File: src/rtl/entry_arb_pkg.sv
// Shared state encoding and default sizing for the keypad entry arbiter.
package entry_arb_pkg;

  typedef enum logic [2:0] {
    IDLE    = 3'd0,
    OWN0    = 3'd1,
    OWN1    = 3'd2,
    GAP     = 3'd3,
    BLOCKED = 3'd4
  } arb_state_t;

  localparam int DEFAULT_DIGITS         = 8;
  localparam int DEFAULT_TIMEOUT_CYCLES = 100000000;
  localparam int DEFAULT_GAP_CYCLES     = 2;

endpackage

File: src/rtl/inactivity_timer.sv
// Saturating idle-cycle counter; expired flags the last allowed idle cycle of a session.
module inactivity_timer
  import entry_arb_pkg::*;
#(
  parameter int TIMEOUT_CYCLES = DEFAULT_TIMEOUT_CYCLES
) (
  input  logic clk,
  input  logic reset,
  input  logic clear,
  input  logic enable,
  output logic expired
);

  localparam int W = (TIMEOUT_CYCLES > 2) ? $clog2(TIMEOUT_CYCLES) : 1;
  localparam logic [W-1:0] LIMIT = W'(TIMEOUT_CYCLES - 1);

  logic [W-1:0] count;

  always_ff @(posedge clk) begin
    if (reset || clear) begin
      count <= '0;
    end else if (enable && (count != LIMIT)) begin
      count <= count + W'(1);
    end
  end

  assign expired = enable && (count == LIMIT);

endmodule

File: src/rtl/entry_arbiter.sv
// Arbitrates two keypads onto the single digit stream of the password FSM,
// one owner per entry session, with round-robin tie-break, timeout and lockout handling.
module entry_arbiter
  import entry_arb_pkg::*;
#(
  parameter int DIGITS         = DEFAULT_DIGITS,
  parameter int TIMEOUT_CYCLES = DEFAULT_TIMEOUT_CYCLES,
  parameter int GAP_CYCLES     = DEFAULT_GAP_CYCLES
) (
  input  logic       clk,
  input  logic       reset,
  input  logic       req0_valid,
  input  logic [3:0] req0_digit,
  input  logic       req1_valid,
  input  logic [3:0] req1_digit,
  input  logic       unlocked,
  input  logic       permlocked,
  output logic       data_valid,
  output logic [3:0] digit,
  output logic [1:0] grant,
  output logic [1:0] reject,
  output logic       timeout
);

  localparam int GW = (GAP_CYCLES > 1) ? $clog2(GAP_CYCLES + 1) : 1;
  localparam logic [3:0]    LAST_DIGIT = 4'(DIGITS);
  localparam logic [GW-1:0] LAST_GAP   = GW'(GAP_CYCLES - 1);

  arb_state_t    state, state_next;
  logic [3:0]    session_cnt, sess_next;
  logic [GW-1:0] gap_cnt, gap_next;
  logic          prefer, prefer_next;
  logic          dv_next, timeout_next;
  logic [3:0]    digit_next;
  logic [1:0]    reject_next;
  logic          forward, expired, in_session;
  logic          pick1, own_is1, own_v, other_v;
  logic [3:0]    own_d;

  assign in_session = (state == OWN0) || (state == OWN1);

  inactivity_timer #(
    .TIMEOUT_CYCLES(TIMEOUT_CYCLES)
  ) u_timer (
    .clk    (clk),
    .reset  (reset),
    .clear  (forward || !in_session),
    .enable (in_session),
    .expired(expired)
  );

  always_ff @(posedge clk) begin
    if (reset) begin
      state       <= IDLE;
      session_cnt <= '0;
      gap_cnt     <= '0;
      prefer      <= 1'b0;
      data_valid  <= 1'b0;
      digit       <= '0;
      reject      <= '0;
      timeout     <= 1'b0;
    end else begin
      state       <= state_next;
      session_cnt <= sess_next;
      gap_cnt     <= gap_next;
      prefer      <= prefer_next;
      data_valid  <= dv_next;
      digit       <= digit_next;
      reject      <= reject_next;
      timeout     <= timeout_next;
    end
  end

  // Lockout outranks everything; unlocked only suppresses entry while idle or owned.
  always_comb begin
    state_next   = state;
    sess_next    = session_cnt;
    gap_next     = gap_cnt;
    prefer_next  = prefer;
    dv_next      = 1'b0;
    digit_next   = digit;
    reject_next  = 2'b00;
    timeout_next = 1'b0;
    forward      = 1'b0;
    pick1        = 1'b0;
    own_is1      = 1'b0;
    own_v        = 1'b0;
    other_v      = 1'b0;
    own_d        = 4'd0;

    if (permlocked) begin
      state_next  = BLOCKED;
      reject_next = {req1_valid, req0_valid};
    end else begin
      case (state)
        IDLE: begin
          if (unlocked) begin
            reject_next = {req1_valid, req0_valid};
          end else if (req0_valid || req1_valid) begin
            pick1       = req1_valid && (!req0_valid || prefer);
            forward     = 1'b1;
            dv_next     = 1'b1;
            digit_next  = pick1 ? req1_digit : req0_digit;
            reject_next = (req0_valid && req1_valid) ? (pick1 ? 2'b01 : 2'b10) : 2'b00;
            prefer_next = !pick1;
            sess_next   = 4'd1;
            gap_next    = '0;
            if (sess_next == LAST_DIGIT) state_next = GAP;
            else                         state_next = pick1 ? OWN1 : OWN0;
          end
        end

        OWN0, OWN1: begin
          own_is1 = (state == OWN1);
          own_v   = own_is1 ? req1_valid : req0_valid;
          own_d   = own_is1 ? req1_digit : req0_digit;
          other_v = own_is1 ? req0_valid : req1_valid;
          if (unlocked) begin
            state_next  = IDLE;
            reject_next = {req1_valid, req0_valid};
          end else begin
            // A strobe right behind a forwarded digit is dropped to keep data_valid single-cycle.
            if (own_v && !data_valid) begin
              forward    = 1'b1;
              dv_next    = 1'b1;
              digit_next = own_d;
              sess_next  = session_cnt + 4'd1;
              if (sess_next == LAST_DIGIT) begin
                state_next = GAP;
                gap_next   = '0;
              end
            end else if (expired) begin
              timeout_next = 1'b1;
              state_next   = IDLE;
            end
            reject_next = own_is1 ? {own_v && !forward, other_v}
                                  : {other_v, own_v && !forward};
          end
        end

        GAP: begin
          reject_next = {req1_valid, req0_valid};
          if (gap_cnt == LAST_GAP) state_next = IDLE;
          else                     gap_next   = gap_cnt + GW'(1);
        end

        BLOCKED: begin
          reject_next = {req1_valid, req0_valid};
        end

        default: state_next = IDLE;
      endcase
    end
  end

  always_comb begin
    case (state)
      OWN0:    grant = 2'b01;
      OWN1:    grant = 2'b10;
      default: grant = 2'b00;
    endcase
  end

endmodule

File: config.mk
export PLATFORM = sky130hd
export DESIGN_NAME = entry_arbiter
export DESIGN_NICKNAME = d
export VERILOG_FILES = /design/src/rtl/entry_arb_pkg.sv /design/src/rtl/inactivity_timer.sv /design/src/rtl/entry_arbiter.sv
export SDC_FILE = /design/constraint.sdc
export NUM_CORES = 1
export LEC_CHECK = 0
export CORE_UTILIZATION = 55
export DETAILED_ROUTE_END_ITERATION = 7
export PLACE_DENSITY_LB_ADDON = 0.08
export SLEW_MARGIN = 20
export SYNTH_ARGS = -nofsm -noshare
export SYNTH_HDL_FRONTEND = slang
export SYNTH_SLANG_ARGS = --single-unit
File: constraint.sdc
create_clock -name clk -period 5.9 [get_ports clk]
set_input_delay 0.885 -clock clk [delete_from_list [all_inputs] [get_ports clk]]
set_output_delay 0.885 -clock clk [all_outputs]
set_load 0.02 [all_outputs]
Fig. 1: run 1, a small window of the routed layout
Region (37, 2) to (67, 32) um. Cells in grey, sequential cells in the stronger grey; small squares are vias.
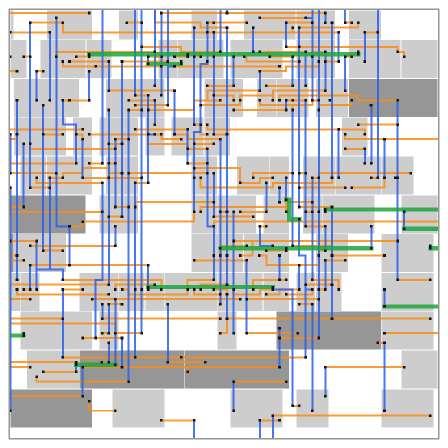
[met3] green
[met2] blue
[met1] orange
cells with their middle in the window: 75
most frequent: clkdlybuf4s50_1 (10), nor2_1 (7), dfxtp_1 (6)
sequential cells in the window: 6
netlist names of flops here include: reject (2), state (2)

Fig. 2: run 1, where the registers sit
Bar = 20 um. Other sequential cells in the stronger grey, the rest of the logic in the fainter grey.
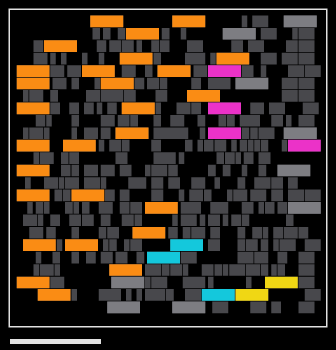
[reject] yellow | sequential cells: 2
[u_timer.count] orange | sequential cells: 27
[session_cnt] magenta | sequential cells: 4
[state] cyan | sequential cells: 3
not coloured: 9
Seq group: 315 uW
Reg area: 900.9 sq um

==> GITHUB_STEP_SUMMARY, run 1 <==
### Yosys + OpenROAD results

| Metric | Value |
|---|---|
| Status | finished clean |
| Netlist cell types | 46 |
| Biggest Area Class | combinational gates |
| CTS H-tree lvls | 2 |
| Fin worst setup slack | 2.847 ns |
| Area leader share | 0.3636 |
| Final total power | 553.1 uW |
| FP Rows | 24 |
| I/O pin cnt | 24 |
| Hold EP | prefer |
| Internal power | 417.0 uW |
| Net Switching | 136.2 uW |
| Period minus WS final | 3.053 ns |
| CTS Buffer Depth | 2 |
| Antenna-violating nets left | 0 |
| Fin util | 0.6420 |
| Drt total wl | 5297 um |
| Flop share of the area | 0.3223 |
| Sw Share | 0.2462 |
| Min-Delay Startpoint | prefer |
| Number of synthesized flops with an enable pin | 0 |
| Share of layout cells above drive strength 1 | 0.04444 |
| Fin crit share | 0.5175 |
| ANT cells | 0 |
| Max power group | registers |
| Synth Flop Type | dfxtp_1 |
| Crit-path max cell delay | 0.74 ns |
| Fill count | 409 |
| Final Hold Viols | 0 |
| Setup CP Type | primary input to register |
| Reg power frac | 0.569 |
| Worst slew pin tran | 1.028 ns |
| XOR/XNOR Area Share | 0.06010 |
| Instance count on the critical path | 6 |
| Clock sinks | 45 |
| Adder share | 0.01515 |
| FMAX | 327.5 MHz |
| Core footprint | 4354 sq um |
| Initial antenna violation count | 0 |
| Cell Area, Placed | 2713 sq um |
| Final setup fails | 0 |
| Area fraction in mux cells | 0.04848 |
| Initial DRC count | 112 |
| Warnings, synthesis | 0 |
| Crit path max-delay family | simple AND/OR/NAND/NOR gates |
| Largest Register | u_timer.count |
| Top flop regs | u_timer.count: 27 flops, digit: 4 flops, session_cnt: 4 flops |
| Detailed Place HPWL | 3692 um |
Fig. 3: run 1, clock wires, drivers and flops
Bar = 20 um.
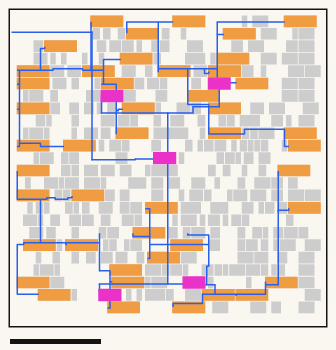
[flip-flops] orange | count: 45
[clock wires] blue | length: 550 um
[cells driving clock nets] magenta | count: 5
routed clock nets: 6
flops lie: all over the die
clock power share: 0.333
Setup Skew: 0.007602 ns
P_clk: 184 uW
clk latency late pin: 0.30 ns

Fig. 4: run 1, cell sizes after repair
Bar = 20 um.
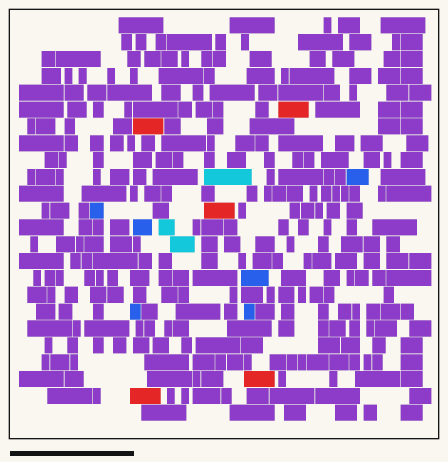
[drive 3 to 4] cyan | cells: 3 | share: 0.95%
[drive 1 or less] purple | cells: 301 | share: 96%
[drive 2] blue | cells: 6 | share: 1.9%
[drive 6 and up] red | cells: 5 | share: 1.6%
post-route cell area: 2795 sq um
count of non-CTS buffers in the layout: 24
area delta synth->final: 12.83%

--- run 2 (diff from run 1) ---
CORE_UTILIZATION = 51   (was 55)
clock period = 2.7 ns   (was 5.9 ns; I/O delays follow)
Fig. 5: run 2, where the registers sit
Bar = 20 um. Other sequential cells in the stronger grey, the rest of the logic in the fainter grey.
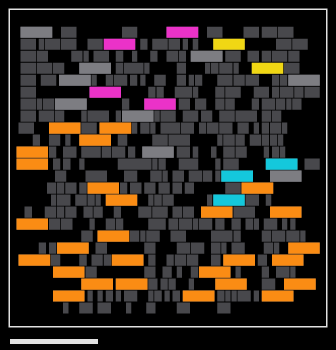
[state] cyan | sequential cells: 3
[u_timer.count] orange | sequential cells: 27
[reject] yellow | sequential cells: 2
[session_cnt] magenta | sequential cells: 4 | where: top centre
fin util: 0.6386
flop share of the area: 0.3132
Seq group: 685 uW

Fig. 6: run 2, a small window of the routed layout
Region (39, 3) to (69, 33) um. Cells in grey, sequential cells in the stronger grey; small squares are vias.
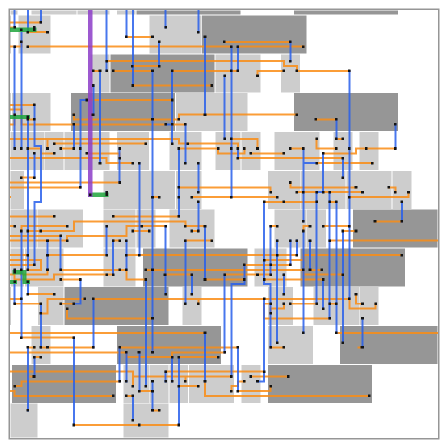
[met2] blue
[met1] orange
[met4] purple
[met3] green
most frequent: dfxtp_1 (12), nor2_1 (11), xnor2_1 (7)
netlist names of flops here include: u_timer.count (11), state (1)
sequential cells in the window: 12
cells with their middle in the window: 59

==> run 2 against run 1 <==
  * Utilization fell by 0.33 points
  * Die size rose by 7.6%
  * Critical path depth fell by 4
  * Global-route usage rose by 0.29 points
  * Largest cell class unchanged
  * Worst hold slack improved by 0.0065 ns
  * Routed wire length rose by 2.5%
  * Power rose by 130%
  * Final area rose by 2.9%
==> GITHUB_STEP_SUMMARY, run 2 <==
### Yosys + OpenROAD results

| Metric | Value |
|---|---|
| Status | finished clean |
| FP Rows | 24 (unchanged) |
| Largest Register | u_timer.count |
| Setup CP Type | register to primary output |
| Detailed Place HPWL | 3939 um (+6.7%) |
| Initial antenna violation count | 0 (unchanged) |
| Cell Area, Placed | 2780 sq um (+2.5%) |
| Internal power | 944.3 uW (+130%) |
| Reg power frac | 0.545 (-0.024) |
| Netlist cell types | 46 (unchanged) |
| Fill count | 391 (-4.4%) |
| Sw Share | 0.2478 (+0.001660) |
| Min-Delay Startpoint | prefer |
| ANT cells | 0 (unchanged) |
| Fin crit share | 0.8771 |
| Antenna-violating nets left | 0 (unchanged) |
| Clock sinks | 45 (unchanged) |
| Net Switching | 311.2 uW (+130%) |
| Instance count on the critical path | 2 (-4) |
| P_clk | 442 uW (+140%) |
| Max power group | registers |
| XOR/XNOR Area Share | 0.06010 (unchanged) |
| FMAX | 422.3 MHz |
No activity file was given, so power comes from the tool's default toggle rates.
